### config.mk
export PLATFORM = sky130hd
export DESIGN_NAME = dist_ram_mport
export DESIGN_NICKNAME = d
export VERILOG_FILES = /design/src/rtl/dist_ram_pkg.sv /design/src/rtl/dist_ram_bank.sv /design/src/rtl/dist_ram_mport.sv
export SDC_FILE = /design/constraint.sdc
export NUM_CORES = 1
export LEC_CHECK = 0
export CAP_MARGIN = 20
export CORE_ASPECT_RATIO = 0.9
export CORE_MARGIN = 4
export CORE_UTILIZATION = 62
export DETAILED_ROUTE_END_ITERATION = 6
export GPL_TIMING_DRIVEN = 0
export PLACE_DENSITY = 0.8
export SLEW_MARGIN = 0
export SYNTH_ARGS = -nofsm -noshare
export SYNTH_HDL_FRONTEND = slang
export SYNTH_SLANG_ARGS = --single-unit
### constraint.sdc
create_clock -name WCLK -period 6.34 [get_ports WCLK]
set_input_delay 1.902 -clock WCLK [delete_from_list [all_inputs] [get_ports WCLK]]
set_output_delay 1.902 -clock WCLK [all_outputs]
set_load 0.05 [all_outputs]
### src/rtl/dist_ram_pkg.sv
// Shared types and helpers for the multi-bank distributed RAM.
package dist_ram_pkg;

    typedef enum logic [0:0] {
        ST_IDLE  = 1'b0,
        ST_CLEAR = 1'b1
    } st_t;

    function automatic int unsigned clog2(input int unsigned n);
        int unsigned r;
        int unsigned v;
        r = 0;
        v = 1;
        while (v < n) begin
            v = v << 1;
            r++;
        end
        return r;
    endfunction

    // LSB of field idx in a flattened bus of w-bit fields
    function automatic int unsigned fld_lo(input int unsigned idx, input int unsigned w);
        return idx * w;
    endfunction

    // LSB of bank's slice inside the flattened INIT vector
    function automatic int unsigned init_lo(input int unsigned bank, input int unsigned depth,
                                            input int unsigned w);
        return bank * depth * w;
    endfunction

endpackage

### src/rtl/dist_ram_bank.sv
// One LUT-RAM bank: single synchronous write port, single asynchronous read port.
module dist_ram_bank
    import dist_ram_pkg::*;
#(
    parameter int unsigned DEPTH  = 32,
    parameter int unsigned DATA_W = 2,
    parameter int unsigned AW     = clog2(DEPTH),
    parameter logic [DEPTH*DATA_W-1:0] INIT = '0
) (
    input  logic              clk,
    input  logic              we,
    input  logic [AW-1:0]     waddr,
    input  logic [DATA_W-1:0] wdata,
    input  logic [AW-1:0]     raddr,
    output logic [DATA_W-1:0] rdata
);

    // Power-up contents come from INIT, as for the primitive this models
    logic [DEPTH*DATA_W-1:0] mem = INIT;

    always_ff @(posedge clk) begin
        if (we) begin
            mem[fld_lo(32'(waddr), DATA_W) +: DATA_W] <= wdata;
        end
    end

    assign rdata = mem[fld_lo(32'(raddr), DATA_W) +: DATA_W];

endmodule

### src/rtl/dist_ram_mport.sv
// Multi-bank distributed RAM: shared write address (last port), per-port reads,
// optional output register and reset-triggered sweep-clear.
module dist_ram_mport
    import dist_ram_pkg::*;
#(
    parameter int unsigned DEPTH      = 32,
    parameter int unsigned DATA_W     = 2,
    parameter int unsigned NUM_PORTS  = 4,
    parameter logic [DEPTH*DATA_W*NUM_PORTS-1:0] INIT = '0,
    parameter bit          OUT_REG    = 1'b0,
    parameter bit          WR_FIRST   = 1'b0,
    parameter bit          CLR_ON_RST = 1'b0,
    parameter logic [DATA_W-1:0] CLR_VAL = '0,
    localparam int unsigned AW        = clog2(DEPTH)
) (
    input  logic                          WCLK,
    input  logic                          RST,
    input  logic                          WE,
    input  logic [NUM_PORTS*AW-1:0]       ADDR,
    input  logic [NUM_PORTS*DATA_W-1:0]   DI,
    input  logic                          DO_CE,
    output logic [NUM_PORTS*DATA_W-1:0]   DO,
    output logic                          BUSY
);

    localparam int unsigned WP = NUM_PORTS - 1;
    localparam logic [AW-1:0] LAST_ADDR = AW'(DEPTH - 1);

    st_t           state    = ST_IDLE;
    logic [AW-1:0] clr_addr = '0;
    logic          busy_q   = 1'b0;

    logic                        clr_we_c;
    logic                        user_we_c;
    logic                        mem_we_c;
    logic [AW-1:0]               waddr_c;
    logic [NUM_PORTS*DATA_W-1:0] wdata_c;
    logic [NUM_PORTS*DATA_W-1:0] rdata_c;

    // Write source select: sweep-clear owns the banks while it runs
    always_comb begin
        clr_we_c  = 1'b0;
        user_we_c = 1'b0;
        clr_we_c  = (state == ST_CLEAR) && !RST;
        user_we_c = WE && !RST && (state == ST_IDLE);
        mem_we_c  = clr_we_c || user_we_c;
        waddr_c   = clr_we_c ? clr_addr : ADDR[fld_lo(WP, AW) +: AW];
        wdata_c   = clr_we_c ? {NUM_PORTS{CLR_VAL}} : DI;
    end

    // Sweep-clear sequencer; reset from any state restarts at address 0
    always_ff @(posedge WCLK) begin
        if (RST) begin
            if (CLR_ON_RST) begin
                state    <= ST_CLEAR;
                clr_addr <= '0;
                busy_q   <= 1'b1;
            end
        end else if (state == ST_CLEAR) begin
            clr_addr <= clr_addr + AW'(1);
            if (clr_addr == LAST_ADDR) begin
                state  <= ST_IDLE;
                busy_q <= 1'b0;
            end
        end
    end

    assign BUSY = busy_q;

    for (genvar p = 0; p < NUM_PORTS; p++) begin : g_bank
        dist_ram_bank #(
            .DEPTH  (DEPTH),
            .DATA_W (DATA_W),
            .AW     (AW),
            .INIT   (INIT[init_lo(p, DEPTH, DATA_W) +: DEPTH*DATA_W])
        ) u_bank (
            .clk   (WCLK),
            .we    (mem_we_c),
            .waddr (waddr_c),
            .wdata (wdata_c[fld_lo(p, DATA_W) +: DATA_W]),
            .raddr (ADDR[fld_lo(p, AW) +: AW]),
            .rdata (rdata_c[fld_lo(p, DATA_W) +: DATA_W])
        );
    end

    if (OUT_REG) begin : g_oreg
        logic [NUM_PORTS*DATA_W-1:0] do_q = '0;

        // Colliding reads optionally see the data being written this edge
        always_ff @(posedge WCLK) begin
            if (RST) begin
                do_q <= '0;
            end else if (DO_CE) begin
                for (int unsigned p = 0; p < NUM_PORTS; p++) begin
                    if (WR_FIRST && mem_we_c && (ADDR[fld_lo(p, AW) +: AW] == waddr_c)) begin
                        do_q[fld_lo(p, DATA_W) +: DATA_W] <= wdata_c[fld_lo(p, DATA_W) +: DATA_W];
                    end else begin
                        do_q[fld_lo(p, DATA_W) +: DATA_W] <= rdata_c[fld_lo(p, DATA_W) +: DATA_W];
                    end
                end
            end
        end

        assign DO = do_q;
    end else begin : g_async
        assign DO = rdata_c;
    end

    // DO_CE has no load in the asynchronous-read build
    logic unused_ok;
    assign unused_ok = &{1'b1, DO_CE};

endmodule

Figure 1. Routing congestion.
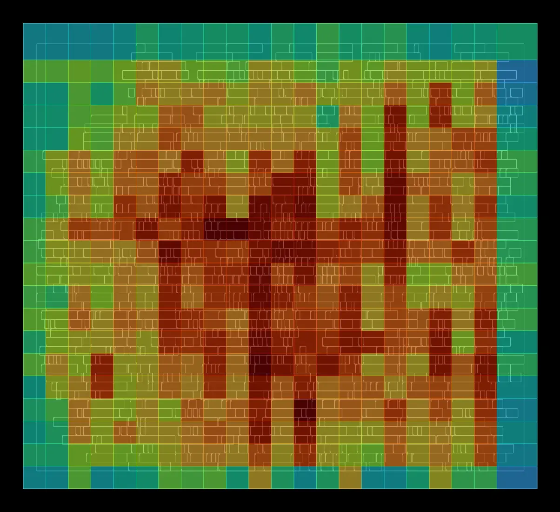
GR Util met3: 9.79%
M2 GR Usage: 52.7%
per-cell routed wire length: 28.6 microns

Figure 2. Clock distribution.
The bar under the picture is 50 microns long.
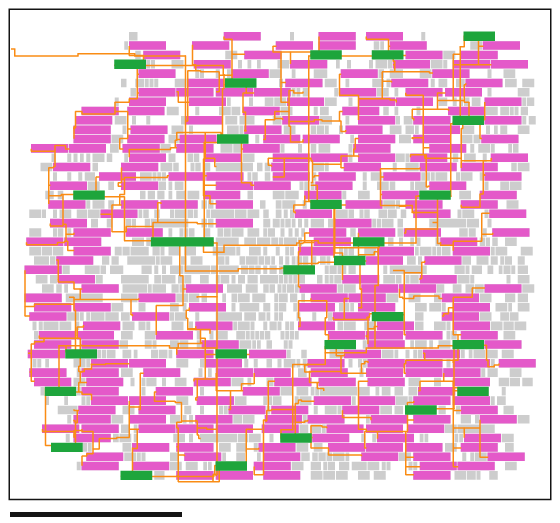
Key: orange = clock wires [length 3,060 microns]; green = cells driving clock nets [count 27]; magenta = flip-flops [count 262]
There are 28 routed clock nets. Position of the flops: widely spread.
clk_skew: 0.0128 ns
Clock Latency Late Sink: 0.55 ns
Clock Power: 1.79 mW

Figure 3. Signal wires on met4.
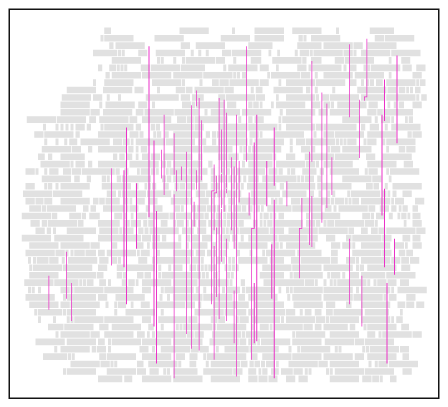
The longest straight run is 95.9 microns. The wires run mostly vertical. The layer holds 5.8% of the routed length. The layer carries 2,220 microns of wire.

==> summary.txt <==
impl run done, here's what came out: Cell area leaders edfxtp_1, mux2i_1, nor2_1, Synthesized Nets 1,042, Tot Pwr 4.08 mW, Post-synth EDFFs 262, Sink Count 262, Synth async-reset ratio 0%, Seq share, synth 63.3%, Port Buffers 33, share of the synthesized area in the top cell type 63.3%, met2 wire len 17,300 microns, hold bufs inserted after CTS 0, Fin. Hold Viols 0, # Cells Yosys 1,007, post-route cell area 14,200 sq um, power density over cell area 287 nW/um^2, # rows 48, CP startpoint kind primary input, CTS tree built, diode count 0, WP data required 4.44 ns, r2r endpoint g_bank[2].u_bank.mem[31], WL final 38,500 microns, Crit. End Element output port, RSZ-0062 raised after global routing no, max-cap check violation count 0, grt total ovfl 0, DIE WIDTH 157 microns, maximum clock path buffer count 3, worst setup path start ADDR[16], Slew HR 18.8%, Post-Syn Area 12,400 sq um, initial DRC count 1,549, initial antenna violation count 0, Worst Setup EP DO[7], CTS root buf clkbuf_16, Hold Path Class register to register, WS Path Type primary input to output port, status finished clean, via count 9,233, vias per cell 6.86, 1st-pass router iterations 6, vias in the first global route 8,923, most frequent cells in the layout edfxtp_1, nor2_1, mux2i_1, placed cell area 13,200 sq um, FP Util 63.8%, first-pass GRT wire length 55,600 microns, chip area 22,400 sq um, Commonest flop edfxtp_1, Cells after Synth 1,007, total number of yosys warnings 0, Final HPWL DP 26,000 microns, Post-route DRC 0, Yosys chip area 12,400 sq um, Die Ht 142 microns, Leakage 5.12 nW, cell type with the largest total area edfxtp_1, post_cts resized 15, post-CTS setup buffers 0, num ports 41, worst-margin pin slew 1.21 ns, largest net degree at the start of global routing 15, final setup vio count 0, WL met1 13,500 microns, fin crit share 99.6%, CTS Buf Count 27, f_max 158 MHz, post-route ant nets 0, Synth cell types 52, worst r2r src state, H-tree depth 1, Routability Congestion 1.04, area of the core 19,500 sq um, Max VDD drop 0.198 mV, Post-synth regs 262, clock-pin slew on the worst setup and hold paths 0.06 ns, Final Max Slew Viols 0, share of layout cells above drive strength 1 11.1%, GRT Total Usage 34.2%, CP arrival 4.41 ns, Layout area overhead 14.4%
Figure 4. Pin placement.
Pins as bars across the die edge, other pins in grey.
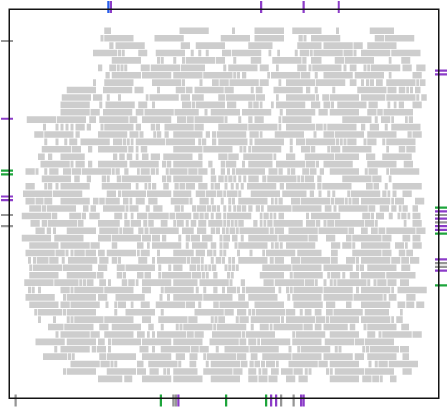
Key: blue = BUSY [pins 1, direction output, edge top]; green = DI [pins 8, direction input, edge 3 right, 3 bottom, 2 left]; purple = ADDR [pins 20, direction input, edge 8 right, 5 bottom, 4 top, 3 left]
All pins by edge: 15 right, 13 bottom, 8 left, 5 top.

Figure 5. Register map, names as in the netlist.
Other sequential cells in the stronger grey, the rest of the logic in the fainter grey.
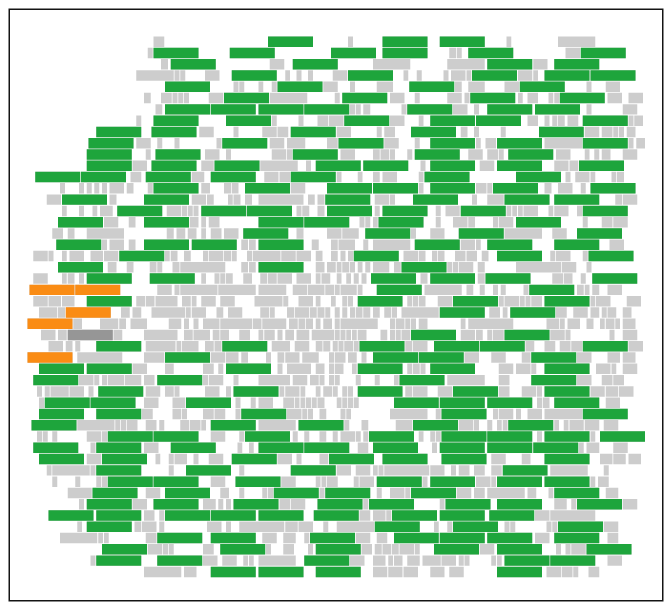
Key: orange = clr_addr [flops 5, where left middle]; green = g_bank.u_bank.mem [flops 256, where widely spread]
Final Core Density: 73.0%
Flop area: 7870 sq um
sequential share of cell area: 55.4%
Sequential Power: 1.90 mW

## worst min path at each step
stage,from,end,slack (ns),depth (start not counted)
floorplan,clr_addr[4],clr_addr[4],0.57,1
global placement,state,state,0.62,1
detailed placement,state,state,0.63,1
CTS,clr_addr[4],clr_addr[4],0.65,1
global route,state,state,0.67,1
finish,clr_addr[4],clr_addr[4],0.65,1
## per-layer routing
metal / global-route usage [%] / up-vias
li1: - / 3858
met1: 45.4 / 4400
met2: 52.7 / 821
met3: 9.79 / 152
met4: 16.4 / 2
met5: 0 / -
## synth_stat cells (all sizes together) (4+ instances only)
| library cell | number |
|---|---|
| a21oi | 10 |
| a22o | 4 |
| a22oi | 52 |
| a31oi | 9 |
| and2 | 14 |
| and4b | 6 |
| buf | 29 |
| clkbuf | 31 |
| edfxtp | 262 |
| inv | 6 |
| mux2 | 5 |
| mux2i | 133 |
| nand2 | 58 |
| nand2b | 6 |
| nand3 | 26 |
| nand4 | 7 |
| nand4b | 6 |
| nor2 | 249 |
| nor2b | 9 |
| nor3 | 40 |
| nor4 | 7 |
| o21ai | 4 |
| o311ai | 8 |
| or3 | 5 |
## critical path, cell delays in order
cell	delay, ns
buf_2	0.25
buf_2	0.38
buf_2	0.42
mux2i_1	0.30
a22oi_1	0.12
a31oi_1	0.39
o311ai_1	0.17
dlygate4sd2_1	0.47
## logic make-up (layout without fill, tap and decap cells)
kind of cell / Yosys count / count (layout) / share of synthesized area [%]
XOR/XNOR: 3 / 3 / 0.272
buffers and inverters: 66 / 155 / 2.68
other: 1 / 1 / 0.0302
flip-flops: 262 / 262 / 63.3
multiplexers: 138 / 138 / 11.4
adder cells (fa/ha/maj): 3 / 3 / 0.302
AND/OR/NAND/NOR: 441 / 441 / 16.3
AND-OR/OR-AND: 93 / 93 / 5.66
## where the power goes
part / total, mW / switching, mW / internal (mW)
logic: 0.382 / 0.273 / 0.109
clock network: 1.79 / 0.687 / 1.11
registers: 1.90 / 0.00529 / 1.90
total: 4.08 / 0.965 / 3.11
## sequential cells by signal (all words and copies together), names as in the netlist
signal             flops
clr_addr               5
g_bank.u_bank.mem    256
state                  1
## per-stage QoR
step           cells  hold slack, ns  TNS, ns  utilization, %  setup slack (ns)
6_report        1346           0.650        0            73.0            0.0242
2_1_floorplan   1007           0.570        0               -             0.485
4_1_cts         1344           0.655   -0.107            72.8            -0.107
5_1_grt         1346           0.675        0            73.0           0.00318
3_3_place_gp    1290           0.616   -14.86            67.1            -0.491
3_5_place_dp    1295           0.633    -1.52            67.7            -0.469
## cell type report
cell class / instances / area [sq um]
flip-flops and latches: 262 / 7870
fillers: 1313 / 5250
multi-input cells: 679 / 4290
clock buffers: 29 / 683
repair buffers: 41 / 407
clock inverters: 21 / 315
plain buffers: 58 / 314
well taps: 250 / 313
inverters: 6 / 25.0
Power figures rest on the tool's default switching activity, not on a simulated workload.
